**Run 1: cell classes on the final placement**

Drawn at 3 px/um. Fill, decap, tap and diode cells in grey.
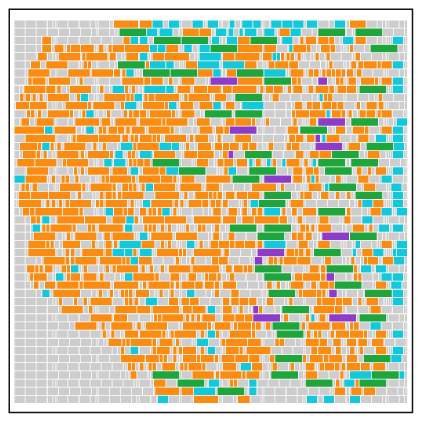
**Run 1: local utilization**

Drawn at 2 px/um. 13 x 13 tiles, from black (low) to pale yellow (high), 0 to 100% covered.
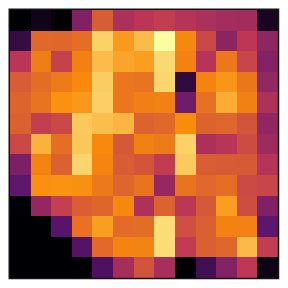
**Run 1: zoomed window**

Region (54, 54) to (79, 79) um. Cells in grey, sequential cells in the stronger grey; small squares are vias.
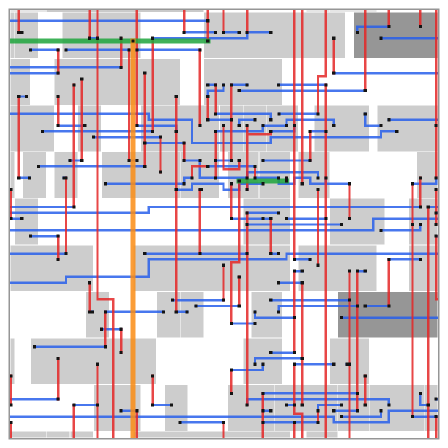
--- config.mk ---
export PLATFORM = sky130hd
export DESIGN_NAME = dsp_mac_bel_flat
export DESIGN_NICKNAME = d
export VERILOG_FILES = /design/src/rtl/dsp_pkg.sv /design/src/rtl/dsp_mac_bel_if.sv /design/src/rtl/dsp_mult.sv /design/src/rtl/dsp_mac_bel.sv /design/src/flat_wrapper.sv
export SDC_FILE = /design/constraint.sdc
export NUM_CORES = 1
export LEC_CHECK = 0
export CORE_MARGIN = 1
export CORE_UTILIZATION = 45
export DETAILED_ROUTE_END_ITERATION = 7
export GPL_TIMING_DRIVEN = 0
export PLACE_DENSITY_LB_ADDON = 0.1
export SLEW_MARGIN = 0
export SYNTH_ARGS = -nofsm -noshare
export SYNTH_HDL_FRONTEND = slang
export SYNTH_SLANG_ARGS = --single-unit
--- constraint.sdc ---
create_clock -name UserCLK -period 5.9 [get_ports UserCLK]
set_input_delay 1.18 -clock UserCLK [delete_from_list [all_inputs] [get_ports UserCLK]]
set_output_delay 1.18 -clock UserCLK [all_outputs]
set_load 0.01 [all_outputs]
--- src/rtl/dsp_pkg.sv ---
// Shared constants for the DSP multiply-accumulate BEL: ConfigBits layout, accumulate
// modes and the pipeline latency helper.
package dsp_pkg;

  localparam int unsigned CFG_SIGNED     = 0;
  localparam int unsigned CFG_AREG       = 1;
  localparam int unsigned CFG_BREG       = 2;
  localparam int unsigned CFG_MODE       = 3;
  localparam int unsigned CFG_OVF_STICKY = 4;

  localparam logic MODE_ADD = 1'b0;
  localparam logic MODE_ACC = 1'b1;

  // A/B-to-Q latency; one input register on either side delays both operands.
  function automatic int unsigned pipe_latency(input logic areg, input logic breg);
    return (areg || breg) ? 3 : 2;
  endfunction

endpackage

--- src/rtl/dsp_mac_bel_if.sv ---
// Operand/result bundle of the DSP MAC BEL as routed through the switch matrix.
interface dsp_mac_bel_if #(
  parameter int unsigned A_WIDTH   = 8,
  parameter int unsigned B_WIDTH   = 8,
  parameter int unsigned ACC_WIDTH = 20
);
  logic [A_WIDTH-1:0]   A;
  logic [B_WIDTH-1:0]   B;
  logic [ACC_WIDTH-1:0] C;
  logic                 ce;
  logic                 clr;
  logic                 in_valid;
  logic [ACC_WIDTH-1:0] Q;
  logic                 out_valid;
  logic                 ovf;

  modport master (
    output A, B, C, ce, clr, in_valid,
    input  Q, out_valid, ovf
  );

  modport slave (
    input  A, B, C, ce, clr, in_valid,
    output Q, out_valid, ovf
  );
endinterface

--- src/rtl/dsp_mult.sv ---
// Combinational signed/unsigned multiplier, kept separate so a hardened macro can replace it.
module dsp_mult #(
  parameter int unsigned A_WIDTH = 8,
  parameter int unsigned B_WIDTH = 8
) (
  input  logic [A_WIDTH-1:0]         a,
  input  logic [B_WIDTH-1:0]         b,
  input  logic                       is_signed,
  output logic [A_WIDTH+B_WIDTH-1:0] p
);
  localparam int unsigned PW = A_WIDTH + B_WIDTH;

  logic signed [PW-1:0] p_signed;
  logic        [PW-1:0] p_unsigned;

  // Operands are extended to full width explicitly so each product is exact.
  assign p_signed   = $signed({{B_WIDTH{a[A_WIDTH-1]}}, a}) *
                      $signed({{A_WIDTH{b[B_WIDTH-1]}}, b});
  assign p_unsigned = {{B_WIDTH{1'b0}}, a} * {{A_WIDTH{1'b0}}, b};
  assign p          = is_signed ? p_signed : p_unsigned;
endmodule

--- src/rtl/dsp_mac_bel.sv ---
// Parametrised multiply-accumulate BEL with optional input registers and two accumulate modes.
// Define DSP_MAC_SATURATE_EN to clamp the accumulator on overflow instead of wrapping.
module dsp_mac_bel
  import dsp_pkg::*;
#(
  parameter int unsigned A_WIDTH      = 8,
  parameter int unsigned B_WIDTH      = 8,
  parameter int unsigned ACC_WIDTH    = 20,
  parameter int unsigned NoConfigBits = 5
) (
  input  logic                    UserCLK,
  input  logic                    resetn,
  input  logic [NoConfigBits-1:0] ConfigBits,
  dsp_mac_bel_if.slave            bus
);
  localparam int unsigned PW = A_WIDTH + B_WIDTH;

  if (ACC_WIDTH < PW) begin : g_width_check
    $error("dsp_mac_bel: ACC_WIDTH must be >= A_WIDTH+B_WIDTH");
  end

  logic cfg_signed, cfg_mode, cfg_sticky, any_reg;
  assign cfg_signed = ConfigBits[CFG_SIGNED];
  assign cfg_mode   = ConfigBits[CFG_MODE];
  assign cfg_sticky = ConfigBits[CFG_OVF_STICKY];
  assign any_reg    = pipe_latency(ConfigBits[CFG_AREG], ConfigBits[CFG_BREG]) == 3;

  // S0: both operands and tags are captured so a bypassed side stays aligned with a
  // registered one.
  logic [A_WIDTH-1:0] a_q;
  logic [B_WIDTH-1:0] b_q;
  logic               v0_q, clr0_q;
  logic [A_WIDTH-1:0] a_eff;
  logic [B_WIDTH-1:0] b_eff;
  logic               v_eff, clr_eff;
  logic [PW-1:0]      prod;

  assign a_eff   = any_reg ? a_q    : bus.A;
  assign b_eff   = any_reg ? b_q    : bus.B;
  assign v_eff   = any_reg ? v0_q   : bus.in_valid;
  assign clr_eff = any_reg ? clr0_q : bus.clr;

  dsp_mult #(
    .A_WIDTH (A_WIDTH),
    .B_WIDTH (B_WIDTH)
  ) u_mult (
    .a         (a_eff),
    .b         (b_eff),
    .is_signed (cfg_signed),
    .p         (prod)
  );

  logic [PW-1:0]        p_q;
  logic                 v1_q, clr1_q, v2_q;
  logic [ACC_WIDTH-1:0] acc_q, acc_d;
  logic                 ovf_q, ovf_d;

  // S2 datapath: clr travels with its operands and replaces the addend by zero.
  logic signed [PW:0]   p_sx;
  logic [ACC_WIDTH-1:0] p_ext, addend;
  logic [ACC_WIDTH:0]   sum;
  logic                 upd_ovf;

  always_comb begin
    p_sx   = {cfg_signed & p_q[PW-1], p_q};
    p_ext  = ACC_WIDTH'(p_sx);
    addend = '0;
    if (!clr1_q) begin
      addend = (cfg_mode == MODE_ADD) ? bus.C : acc_q;
    end
    sum = {1'b0, p_ext} + {1'b0, addend};
    if (cfg_signed) begin
      upd_ovf = (p_ext[ACC_WIDTH-1] == addend[ACC_WIDTH-1]) &&
                (sum[ACC_WIDTH-1] != p_ext[ACC_WIDTH-1]);
    end else begin
      upd_ovf = sum[ACC_WIDTH];
    end
    acc_d = sum[ACC_WIDTH-1:0];
`ifdef DSP_MAC_SATURATE_EN
    if (upd_ovf) begin
      if (!cfg_signed) begin
        acc_d = '1;
      end else if (p_ext[ACC_WIDTH-1]) begin
        acc_d = {1'b1, {(ACC_WIDTH-1){1'b0}}};
      end else begin
        acc_d = {1'b0, {(ACC_WIDTH-1){1'b1}}};
      end
    end
`endif
    if (clr1_q || !cfg_sticky) begin
      ovf_d = upd_ovf;
    end else begin
      ovf_d = ovf_q | upd_ovf;
    end
  end

  always_ff @(posedge UserCLK or negedge resetn) begin
    if (!resetn) begin
      a_q    <= '0;
      b_q    <= '0;
      v0_q   <= 1'b0;
      clr0_q <= 1'b0;
      p_q    <= '0;
      v1_q   <= 1'b0;
      clr1_q <= 1'b0;
      acc_q  <= '0;
      ovf_q  <= 1'b0;
      v2_q   <= 1'b0;
    end else if (bus.ce) begin
      a_q    <= bus.A;
      b_q    <= bus.B;
      v0_q   <= bus.in_valid;
      clr0_q <= bus.clr;
      p_q    <= prod;
      v1_q   <= v_eff;
      clr1_q <= clr_eff;
      acc_q  <= acc_d;
      ovf_q  <= ovf_d;
      v2_q   <= v1_q;
    end
  end

  assign bus.Q         = acc_q;
  assign bus.out_valid = v2_q;
  assign bus.ovf       = ovf_q;
endmodule

--- src/flat_wrapper.sv ---
// flat-port wrapper written by rule: the top's interface ports become plain ports
module dsp_mac_bel_flat import dsp_pkg::*;
#(
  parameter int unsigned A_WIDTH      = 8,
  parameter int unsigned B_WIDTH      = 8,
  parameter int unsigned ACC_WIDTH    = 20,
  parameter int unsigned NoConfigBits = 5
)
  (UserCLK, resetn, ConfigBits, bus_A, bus_B, bus_C, bus_ce, bus_clr, bus_in_valid, bus_Q, bus_out_valid, bus_ovf);
  dsp_mac_bel_if #(.A_WIDTH(A_WIDTH), .B_WIDTH(B_WIDTH), .ACC_WIDTH(ACC_WIDTH)) bus_i ();
  input  logic UserCLK;
  input  logic resetn;
  input  logic [NoConfigBits-1:0] ConfigBits;
  input wire logic [$bits(bus_i.A)-1:0] bus_A;
  input wire logic [$bits(bus_i.B)-1:0] bus_B;
  input wire logic [$bits(bus_i.C)-1:0] bus_C;
  input wire logic [$bits(bus_i.ce)-1:0] bus_ce;
  input wire logic [$bits(bus_i.clr)-1:0] bus_clr;
  input wire logic [$bits(bus_i.in_valid)-1:0] bus_in_valid;
  output wire logic [$bits(bus_i.Q)-1:0] bus_Q;
  output wire logic [$bits(bus_i.out_valid)-1:0] bus_out_valid;
  output wire logic [$bits(bus_i.ovf)-1:0] bus_ovf;
  assign bus_i.A = bus_A;
  assign bus_i.B = bus_B;
  assign bus_i.C = bus_C;
  assign bus_i.ce = bus_ce;
  assign bus_i.clr = bus_clr;
  assign bus_i.in_valid = bus_in_valid;
  assign bus_Q = bus_i.Q;
  assign bus_out_valid = bus_i.out_valid;
  assign bus_ovf = bus_i.ovf;
  dsp_mac_bel #(.A_WIDTH(A_WIDTH), .B_WIDTH(B_WIDTH), .ACC_WIDTH(ACC_WIDTH), .NoConfigBits(NoConfigBits)) u_core (.UserCLK(UserCLK), .resetn(resetn), .ConfigBits(ConfigBits), .bus(bus_i));
endmodule
==> changes_impl.md, run 1 <==
### Metrics

- Power, Total: 6.89 mW
- Cell with the most instances after synthesis: inv_1
- Flops: 58
- Setup WS pre-CTS: -1.81 ns
- Top sig layer: met4
- Fin cells: 1227
- Reg-to-Reg Start: u_core.b_q[2]
- Metal-1 WL: 9.39 mm
- Most frequent logic cell in the layout: inv_1
- Synth cell types: 60
- Yosys xor share: 0.0436
- Status: complete, no violations
- Yosys stat cell total: 855
- Placement Rows: 47
- Die W: 134 um
- Cell-internal power: 3.60 mW
- Crit. End Element: flop
- GR Layer Usage met1: 0.326
- Cell count after placement: 1142
- Reg2Reg Depth: 19
- Clock skew: 0.0110 ns
- Logic Gate Count: 615
- Max-slew violation count: 0
- Die area: 17900 um^2
- Seq pwr share: 0.093
- Synth area leader: fa_1
- Met2 wire length: 9.63 mm
- Drt via density: 5.21
- H-tree depth: 3
- Root Buffer: clkbuf_16
- Area of the multi-input gates: 6250 um^2
- Comb pwr share: 0.838
- DR WL met3: 807 um
- Post-CTS sizing: 86
- Count of tool warnings: 28
- Bufs on Longest Clock Path: 2
- Layout net count: 1212
- Slew HR: 0.362
- Final setup viols: 0
- TritonRoute pass-1 iters: 5
- Grt peak-use layer: met2
- Grt total ovfl: 0
- EDFF count, synth: 0
- Top Layout Cells: inv_1, nor2_1, fa_1
- Non-CTS inverters: 162
- RSZ-0062 raised after global routing: true
- Crit path launch: ConfigBits[2]
- First-pass GRT wire length: 32.6 mm
- Switching Share: 0.478
- Slack of the worst reg-to-reg path: 1.13 ns
- Top cells by count, synth: inv_1, nor2_1, fa_1
- Final wirelength: 20.2 mm
- Area share, top type: 0.220
- Clk cell area share: 0.0263
- Final setup margin: 0.117 ns
- # diodes: 0
- Number of global-route vias before repair: 6234
- Max-Cap Viols: 0
- CTS tree: done
- Simple Share, Synth: 0.115
- Gr usage total: 0.234
- NonClk Buf Share: 0.140
- Setup bufs post-CTS: 46
- # fillers: 1472
- Remaining DRCs: 0
- HPWL after detailed placement: 15.1 mm
- Final number of hold-violating endpoints: 0
- Synth Cell Area: 7830 um^2
- Clock share of power: 0.070
- Slew @ Worst Pin: 0.957 ns
- Synthesis-to-finish area growth: 31.6%
- Worst Path Arrival: 6.01 ns
- Seq share, synth: 0.185
- Die Height: 134 um
- Post-synth regs: 58
- # hold bufs at CTS: 0
- Comb area share: 0.607
- Hold_sp: u_core.p_q[0]
- CP required: 6.13 ns
- Startpoint class of the critical path: input pin
- Routed len/inst: 16.4 um
- Yosys stat area: 7830 um^2
- Hold Path Class: flop to flop
- Met2 usage: 0.386
- P_leak: 4.90 nW
- Worst setup path end: u_core.p_q[13]
- R2r endpoint: u_core.p_q[13]
- Setup_tns: 0 ns
- Bufs w/o clock: 156
- # IOs: 68
- Iter 0 DRT Violations: 417
- Syn avg cell area: 9.15 um^2
- Mux area share: 0.107
- Num CTS Buffers: 9
- GR Layer Usage met3: 0.0291
- # clock sinks: 58
- PortBufs: 66
- Share of flip-flops with an asynchronous set or reset: 1.00
- Initial antenna violation count: 0
- Main area contributors: fa_1, dfrtp_1, ha_1, inv_1, mux2i_1
- Largest net degree at the start of global routing: 38
- Cell Area, Placed: 8800 um^2
- Dominant combinational family: adder cells
- Yosys aoi share: 0.117
- Switch Pwr: 3.29 mW
- Top_reg_cell synth: dfrtp_1
- Largest class: logic gates
- Layout cells sized above 1: 0.231
- Crit share post-route: 0.980
- Max Fanout on Critical Path: 7
- Routability Congestion: 0.862
- Floorplan net count: 1065
- Gate count after technology mapping: 855
- Tap cell count: 220
- ANT nets after route: 0
- WHS: 0.504 ns
- Yosys warning tally: 0
- PwrDens: 668 nW/um^2
- Clk slew on worst S/H paths: 0.06 ns
- Vias: 6389
- Adder Share, Synth: 0.345
- VDD IR max: 1.17 mV
- CLK BUF: 9
-- 'cell classes on the final placement' (at the start) --
[orange] all other logic | cells: 777
[purple] clock drivers and dummy loads | cells: 16
[green] flip-flops | cells: 58
[cyan] other buffers and delay cells | cells: 156
Core Util, Final: 0.615
post-layout instance area: 10300 um^2
flop share of the area: 0.141

-- 'local utilization' (at the start) --
tiles over 75% full: 19%
emptiest ninth of the die: lower left
nearly empty tiles: 7.7%
total core area: 16800 um^2
FP Util: 0.467

-- 'zoomed window' (at the start) --
[red] met2
[green] met3
[blue] met1
[orange] met4
cells with their middle in the window: 42
sequential cells in the window: 2
most frequent: inv_1 (9), a21oi_1 (4)
netlist names of flops here include: u_core.b_q (2)

==> run 1: sequential cells by signal, summed over array words and instances, names as in the netlist <==
| name | flops |
|---|---|
| u_core.bus.out_valid | 1 |
| u_core.bus.Q | 20 |
| u_core.b_q | 8 |
| u_core.p_q | 16 |
| u_core.a_q | 8 |
| u_core.v1_q | 1 |
| u_core.bus.ovf | 1 |
| u_core.clr0_q | 1 |
| u_core.v0_q | 1 |
| u_core.clr1_q | 1 |
==> run 1: power groups by stage <==
stage | Clock (mW) | Combinational [mW] | Sequential (mW)
2_1_floorplan | 0 | 3.18 | 0.648
3_3_place_gp | 0 | 4.28 | 0.636
3_5_place_dp | 0 | 4.31 | 0.638
4_1_cts | 0.486 | 5.17 | 0.638
5_1_grt | 0.504 | 6.40 | 0.655
6_report | 0.479 | 5.77 | 0.639
==> run 1: worst max-delay path, cell delays in order <==
cell and delay [ns]:
clkbuf_2 0.10, nor2_4 0.05, buf_6 0.11, buf_4 0.13, buf_4 0.14, mux2i_4 0.22, or2_4 0.28, buf_4 0.14
buf_4 0.13, fa_1 0.52, inv_1 0.05, fa_1 0.50, fa_1 0.50, inv_1 0.06, fa_1 0.53, inv_1 0.06
ha_4 0.26, and3_4 0.19, a211oi_4 0.24, buf_4 0.17, xor2_4 0.19, o22ai_1 0.10, a21o_1 0.16
==> run 1: worst min-delay path by stage <==
stage / end / slack, ns / depth (start not counted)
after detailed placement: u_core.p_q[0] / 0.49 / 1
after floorplan: u_core.p_q[13] / 0.46 / 1
after global placement: u_core.b_q[4] / 0.49 / 1
after global routing: u_core.bus.out_valid / 0.52 / 1
after CTS: u_core.p_q[0] / 0.51 / 1
final: u_core.p_q[0] / 0.50 / 1
**Run 1: clock wiring as the flow saved it**

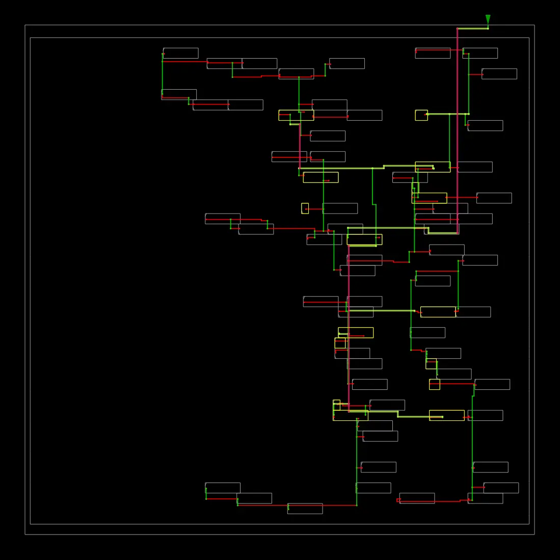

## Run 2: what changed since run 1
==> constraint.sdc (replaced) <==
create_clock -name UserCLK -period 7.3 [get_ports UserCLK]
set_input_delay 1.46 -clock UserCLK [delete_from_list [all_inputs] [get_ports UserCLK]]
set_output_delay 1.46 -clock UserCLK [all_outputs]
set_load 0.05 [all_outputs]
**Run 2: clock wiring as the flow saved it**

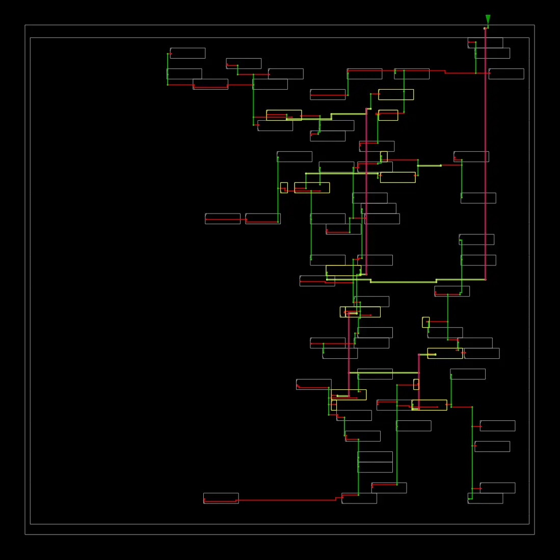
CLK BUF: 13
clock skew: 0.00834 ns
P_clk: 0.384 mW

**Run 2: zoomed window**

Region (54, 54) to (79, 79) um. Cells in grey, sequential cells in the stronger grey; small squares are vias.
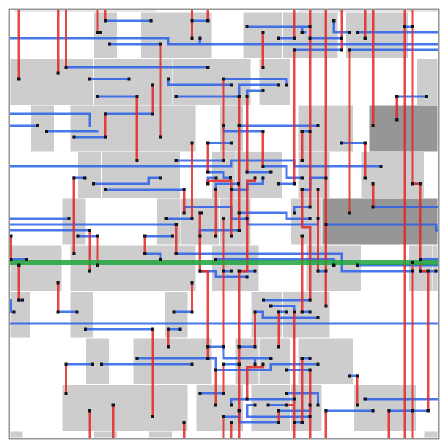

==> run 2 against run 1 <==
Synthesized area stayed put. Clock power shrank about 20%. Design area fell by 10%. Highest routed layer unchanged. Utilization shrank 6.3 points. Critical path depth is 1 lower. Sequential cell count did not move. Wire length shrank 10%.
==> changes_impl.md, run 2 <==
### Metrics

- Floorplan net count: 1065
- Synth area leader: fa_1
- Synthesis-to-finish area growth: 18.2%
- Routed len/inst: 15.6 um
- Area share, top type: 0.220
- PwrDens: 495 nW/um^2
- # fillers: 1604
- Num CTS Buffers: 9
- Max FFs per register: 20
- Grt total ovfl: 0
- Die W: 134 um
- Post-synth regs: 58
- Drt via density: 5.13
- Setup WS pre-CTS: -0.914 ns
- Largest net degree at the start of global routing: 40
- Top_reg_cell synth: dfrtp_1
- Placement Rows: 47
- Routability Congestion: 0.860
- Clk cell area share: 0.0287
- Hold Path Class: flop to flop
- Number of global-route vias before repair: 5914
- CP required: 7.48 ns
- Switching Share: 0.514
- First-pass GRT wire length: 30.2 mm
- Crit share post-route: 0.942
- # clock sinks: 58
- Total core area: 16800 um^2
- Largest class: logic gates
- Switch Pwr: 2.35 mW
- Clk slew on worst S/H paths: 0.05 ns
- Late-Pin Clk Latency: 0.33 ns
- WHS: 0.504 ns
- Die Height: 134 um
- Top Layout Cells: inv_1, nor2_1, fa_1
- Iter 0 DRT Violations: 280
- Initial antenna violation count: 0
- Metal-1 WL: 8.79 mm
- Tap cell count: 220
- Clock share of power: 0.084
- CTS tree: done
- Final wirelength: 18.1 mm
- Yosys stat area: 7830 um^2
- RSZ-0062 raised after global routing: false
- Worst Path Arrival: 7.06 ns
- ANT nets after route: 0
- Gate count after technology mapping: 855
- TritonRoute pass-1 iters: 4
- PortBufs: 66
- # diodes: 0
- Yosys warning tally: 0
- Setup_tns: 0 ns
- Logic Gate Count: 615
- GR Layer Usage met3: 0.0253
- Power, Total: 4.58 mW
- Max-slew violation count: 0
- Final setup margin: 0.422 ns
- Met2 usage: 0.353
- Final setup viols: 0
- # IOs: 68
- FP Util: 0.467
- Flop share of the area: 0.157
- Top cells by count, synth: inv_1, nor2_1, fa_1
- Post-CTS sizing: 25
- Root Buffer: clkbuf_16
- Syn avg cell area: 9.15 um^2
- HPWL after detailed placement: 14.9 mm
- Comb area share: 0.634
- Layout net count: 1145
- DR WL met3: 651 um
- Synth Cell Area: 7830 um^2
- Flops: 58
- Remaining DRCs: 0
- NonClk Buf Share: 0.0850
- Main area contributors: fa_1, dfrtp_1, ha_1, inv_1, mux2i_1
- Met2 wire length: 8.44 mm
- Non-CTS inverters: 162
- Comb pwr share: 0.804
- Most frequent logic cell in the layout: inv_1
- GR Layer Usage met1: 0.307
- Status: complete, no violations
- Yosys stat cell total: 855
- Cell-internal power: 2.23 mW
- Vias: 5947
- Synth cell types: 60
- Share of flip-flops with an asynchronous set or reset: 1.00
- P_leak: 4.47 nW
- Slew HR: 0.424
- Max Fanout on Critical Path: 10
- EDFF count, synth: 0
- Seq pwr share: 0.113
- H-tree depth: 3
- # hold bufs at CTS: 0
- Startpoint class of the critical path: input pin
- Area of the multi-input gates: 5870 um^2
- Core Util, Final: 0.552
- Top sig layer: met4
- Cell with the most instances after synthesis: inv_1
- Crit. End Element: flop
- Seq share, synth: 0.185
- Bufs on Longest Clock Path: 2
- Gr usage total: 0.217
- Bufs w/o clock: 89
- Count of tool warnings: 26
- Final number of hold-violating endpoints: 0
- Die area: 17900 um^2
- Max-Cap Viols: 0
- VDD IR max: 0.531 mV
[run 2: per-stage QoR]
stage	cells	instance area, um^2
floorplan	855	7830
global route	1160	9260
detailed placement	1142	8780
CTS	1158	9170
finish	1160	9260
global placement	1141	8760
[run 2: path summary, 6_finish.rpt]
kind	start	to	slack, ns	cells past startpoint
max in group asynchronous	resetn	u_core.p_q[14]	5.59	2
hold reg to reg	u_core.p_q[13]	u_core.p_q[13]	0.50	1
min in group asynchronous	resetn	u_core.bus.Q[3]	1.10	1
hold / removal	u_core.p_q[13]	u_core.p_q[13]	0.50	1
setup / recovery	ConfigBits[2]	u_core.p_q[14]	0.42	22
setup reg to reg	u_core.b_q[7]	u_core.p_q[14]	1.97	18
[run 2: cell families (layout without fill, tap and decap cells)]
family,count (synthesis),after routing,share of synthesized area
and+or+nand+nor,202,202,0.115
buffers and inverters,182,267,0.0878
adders and majority gates,164,164,0.345
AOI/OAI and AO/OA,131,131,0.117
muxes,79,79,0.107
DFF,58,58,0.185
xor gates and xnor gates,39,39,0.0436
[run 2: power by group through the flow]
stage	logic, mW	clock network, mW	registers, mW
2_1_floorplan	2.57	0	0.688
3_3_place_gp	3.64	0	0.514
3_5_place_dp	3.65	0	0.517
4_1_cts	3.69	0.389	0.515
5_1_grt	4.17	0.406	0.531
6_report	3.68	0.384	0.516
[run 2: critical path: stages]
cell             delay, ns
clkdlybuf4s50_1       0.44
nor2_4                0.24
buf_8                 0.27
mux2_2                0.42
nand2_1               0.13
inv_1                 0.07
fa_1                  0.51
inv_1                 0.06
fa_1                  0.54
inv_1                 0.06
fa_1                  0.53
inv_1                 0.05
fa_1                  0.53
inv_1                 0.05
ha_1                  0.35
a21o_1                0.19
nand2_1               0.06
o211ai_1              0.14
o31ai_2               0.29
o21ai_0               0.15
xnor2_1               0.35
o221ai_1              0.16
**Run 2: cell classes on the final placement**

Drawn at 3 px/um. Fill, decap, tap and diode cells in grey.
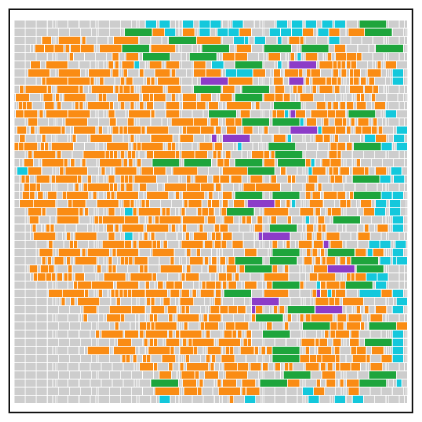

## Run 3: what changed since run 2
--- a/config.mk
+++ b/config.mk
@@ -5,8 +5,11 @@
 export SDC_FILE = /design/constraint.sdc
 export NUM_CORES = 1
 export LEC_CHECK = 0
+export CELL_PAD_IN_SITES_DETAIL_PLACEMENT = 1
+export CELL_PAD_IN_SITES_GLOBAL_PLACEMENT = 2
 export CORE_MARGIN = 1
-export CORE_UTILIZATION = 45
+export CORE_UTILIZATION = 41
+export CTS_CLUSTER_SIZE = 24
 export DETAILED_ROUTE_END_ITERATION = 7
 export GPL_TIMING_DRIVEN = 0
 export PLACE_DENSITY_LB_ADDON = 0.1
**Run 3: cell classes on the final placement**

Drawn at 3 px/um. Fill, decap, tap and diode cells in grey.
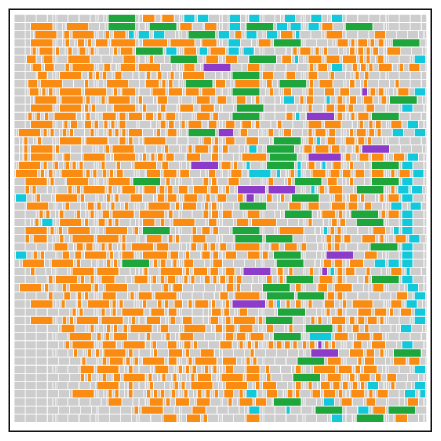
[cyan] other buffers and delay cells | cells: 89
[orange] all other logic | cells: 777
[purple] clock drivers and dummy loads | cells: 16
[green] flip-flops | cells: 58
Core Util, Final: 0.498
Placement Rows: 50
flop share of the area: 0.156
total core area: 18700 um^2
post-layout instance area: 9310 um^2

==> run 3 against run 2 <==
Utilization down 5.4 points. Wire length rose by 22%. Die area grew 9.6%. Critical path type unchanged. Sequential cell count unchanged. Highest routed layer unchanged. First-iteration DRC count is 34% lower. Critical path depth stayed put.
==> changes_impl.md, run 3 <==
### Metrics

- Status: complete, no violations
- Routability Congestion: 0.874
- Comb pwr share: 0.790
- Number of global-route vias before repair: 6880
- Most frequent logic cell in the layout: inv_1
- Drt via density: 5.23
- TritonRoute pass-1 iters: 4
- Post-synth regs: 58
- First-pass GRT wire length: 36.5 mm
- Area share, top type: 0.220
- Synth Cell Area: 7830 um^2
- R2r endpoint: u_core.p_q[13]
- # diodes: 0
- CP required: 7.50 ns
- Hold_sp: u_core.p_q[13]
- Max FFs per register: 20
- Synth area leader: fa_1
- Layout cells sized above 1: 0.106
- Max-slew violation count: 0
- WHS: 0.504 ns
- Hold Path Depth: 1
- Crit path cell chain: clkdlybuf4s50_1 > nor2_2 > buf_6 > mux2_2 > nand2_1 > inv_1 > fa_1 > inv_1 > fa_1 > inv_1 > fa_1 > inv_1 > fa_1 > inv_1 > ha_1 > a21o_1 > nand2_1 > o211ai_1 > o31ai_2 > o21ai_0 > xnor2_1 > o221ai_1
- Top cells by count, synth: inv_1, nor2_1, fa_1
- Synth cell types: 60
- Share of flip-flops with an asynchronous set or reset: 1.00
- Clock share of power: 0.099
- H-tree depth: 3
- Remaining DRCs: 0
- # clock sinks: 58
- Final number of hold-violating endpoints: 0
- Slew @ Worst Pin: 0.951 ns
- Floorplan net count: 1065
- HPWL after detailed placement: 18.1 mm
- Die Height: 140 um
- Worst Path Arrival: 7.13 ns
- ANT nets after route: 0
- Cell with the most instances after synthesis: inv_1
- P_leak: 4.49 nW
- Clock skew: 0.00633 ns
- Slowest stage delay, CP: 0.54 ns
- Cell-internal power: 2.33 mW
- Num CTS Buffers: 9
- Final setup margin: 0.375 ns
- Synthesis-to-finish area growth: 19.0%
- Yosys stat area: 7830 um^2
- Hold EP: u_core.p_q[13]
- Slew HR: 0.366
- Max Fanout on Critical Path: 10
- Count of tool warnings: 26
- Bufs on Longest Clock Path: 2
- # hold bufs at CTS: 0
- Slack of the worst reg-to-reg path: 1.92 ns
- Crit path launch: ConfigBits[2]
- Iter 0 DRT Violations: 185
- Crit-path leading delay family: adder cells
- Hold Path Class: flop to flop
- Max-Cap Viols: 0
- Main area contributors: fa_1, dfrtp_1, ha_1, inv_1, mux2i_1
- Buf+Inv Stages, Crit Path: 7
- RSZ-0062 raised after global routing: false
- Routed len/inst: 18.8 um
- Yosys warning tally: 0
- Layout net count: 1145
- Late-Pin Clk Latency: 0.34 ns
- Clk slew on worst S/H paths: 0.06 ns
- Top Layout Cells: inv_1, nor2_1, fa_1
- Top_reg_cell synth: dfrtp_1
- Final wirelength: 22.1 mm
- Vias: 6140
- Reg2Reg Depth: 18
- Largest net degree at the start of global routing: 36
- Startpoint class of the critical path: input pin
- FP Util: 0.418
- Cell Area, Placed: 8800 um^2
- Setup WS pre-CTS: -0.822 ns
- PwrDens: 508 nW/um^2
- Crit share post-route: 0.949
- Worst setup path end: u_core.p_q[14]
- Gate count after technology mapping: 855
- CP max-delay cell: fa_1
- CTS tree: done
- Seq share, synth: 0.185
- Root Buffer: clkbuf_16
- Die W: 140 um
- Syn avg cell area: 9.15 um^2
- Final setup viols: 0
- PortBufs: 66
- Critical path depth: 22
- Crit. End Element: flop
- Grt total ovfl: 0
- Power, Total: 4.73 mW
- Seq pwr share: 0.111
- # IOs: 68
- Gr usage total: 0.240
- EDFF count, synth: 0
**Run 3: zoomed window**

Region (58, 58) to (83, 83) um. Cells in grey, sequential cells in the stronger grey; small squares are vias.
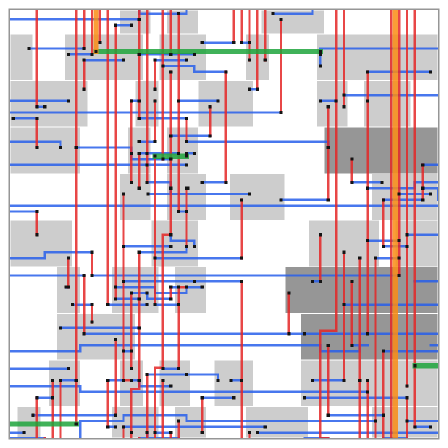

-- run 3: cell type report --
cell class                 count  area [um^2]
buffer                        20         88.8
timing repair buffer          69          703
clock buffer                  11          243
sequential                    58         1450
inverter                     162          608
tap                          234          293
fill                        2166         9390
clock inverter                 5         77.6
multi-input combinational    615         5850
-- run 3: routing by layer --
metal,vias up,part of all wire,track usage
li1,2947,-,-
met1,3077,0.46,0.309
met2,91,0.50,0.426
met3,25,0.020,0.0284
met4,0,0.017,0.0654
met5,-,0,0
-- run 3: power by group through the flow --
stage,clock [mW],combinational (mW),sequential [mW]
finish,0.470,3.74,0.523
CTS,0.480,3.74,0.522
global placement,0,3.55,0.517
global route,0.491,4.18,0.538
floorplan,0,2.57,0.688
detailed placement,0,3.68,0.523
-- run 3: per-stage QoR --
step,instances,util,TNS [ns]
5_1_grt,1174,0.498,0
4_1_cts,1172,0.493,0
3_3_place_gp,1155,0.469,-3.30
2_1_floorplan,855,-,0
6_report,1174,0.498,0
3_5_place_dp,1156,0.470,-4.60
-- run 3: kinds of logic (layout without fill, tap and decap cells) --
kind of cell | count (synthesis) | in the layout | share of synthesized area
fa+ha+maj | 164 | 164 | 0.345
flops | 58 | 58 | 0.185
buf+inv | 182 | 267 | 0.0878
compound gates | 131 | 131 | 0.117
simple gates | 202 | 202 | 0.115
xor+xnor | 39 | 39 | 0.0436
mux | 79 | 79 | 0.107
-- run 3: what timing repair did --
item | 4_1_cts | 5_1_grt
buffers inserted | 0 | 2
endpoints found under the hold margin | 0 | 0
resized | 20 | 13
endpoints found under the setup margin | 6 | 4
pin swaps | 0 | 0

==> screenshots <==
Routed clock nets over the placement.
Drawn at 4 px/um.
panel A
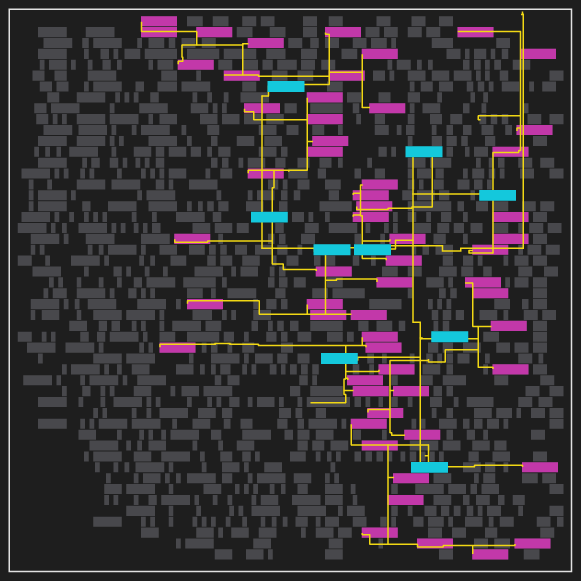
panel B
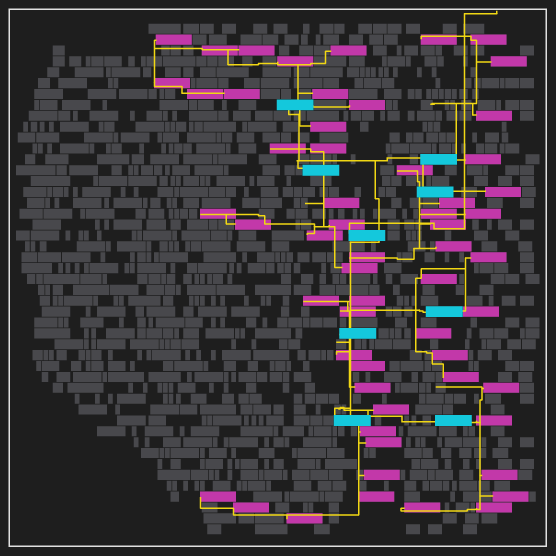
| picture | from |
|---|---|
| panel B | run 1 |
| panel A | run 3 |

Key to panel A:
[cyan] cells driving clock nets | count: 9
[magenta] flip-flops | count: 58
[yellow] clock wires | length: 1110 um
routed clock nets: 10

Power and IR drop assume default switching activity.
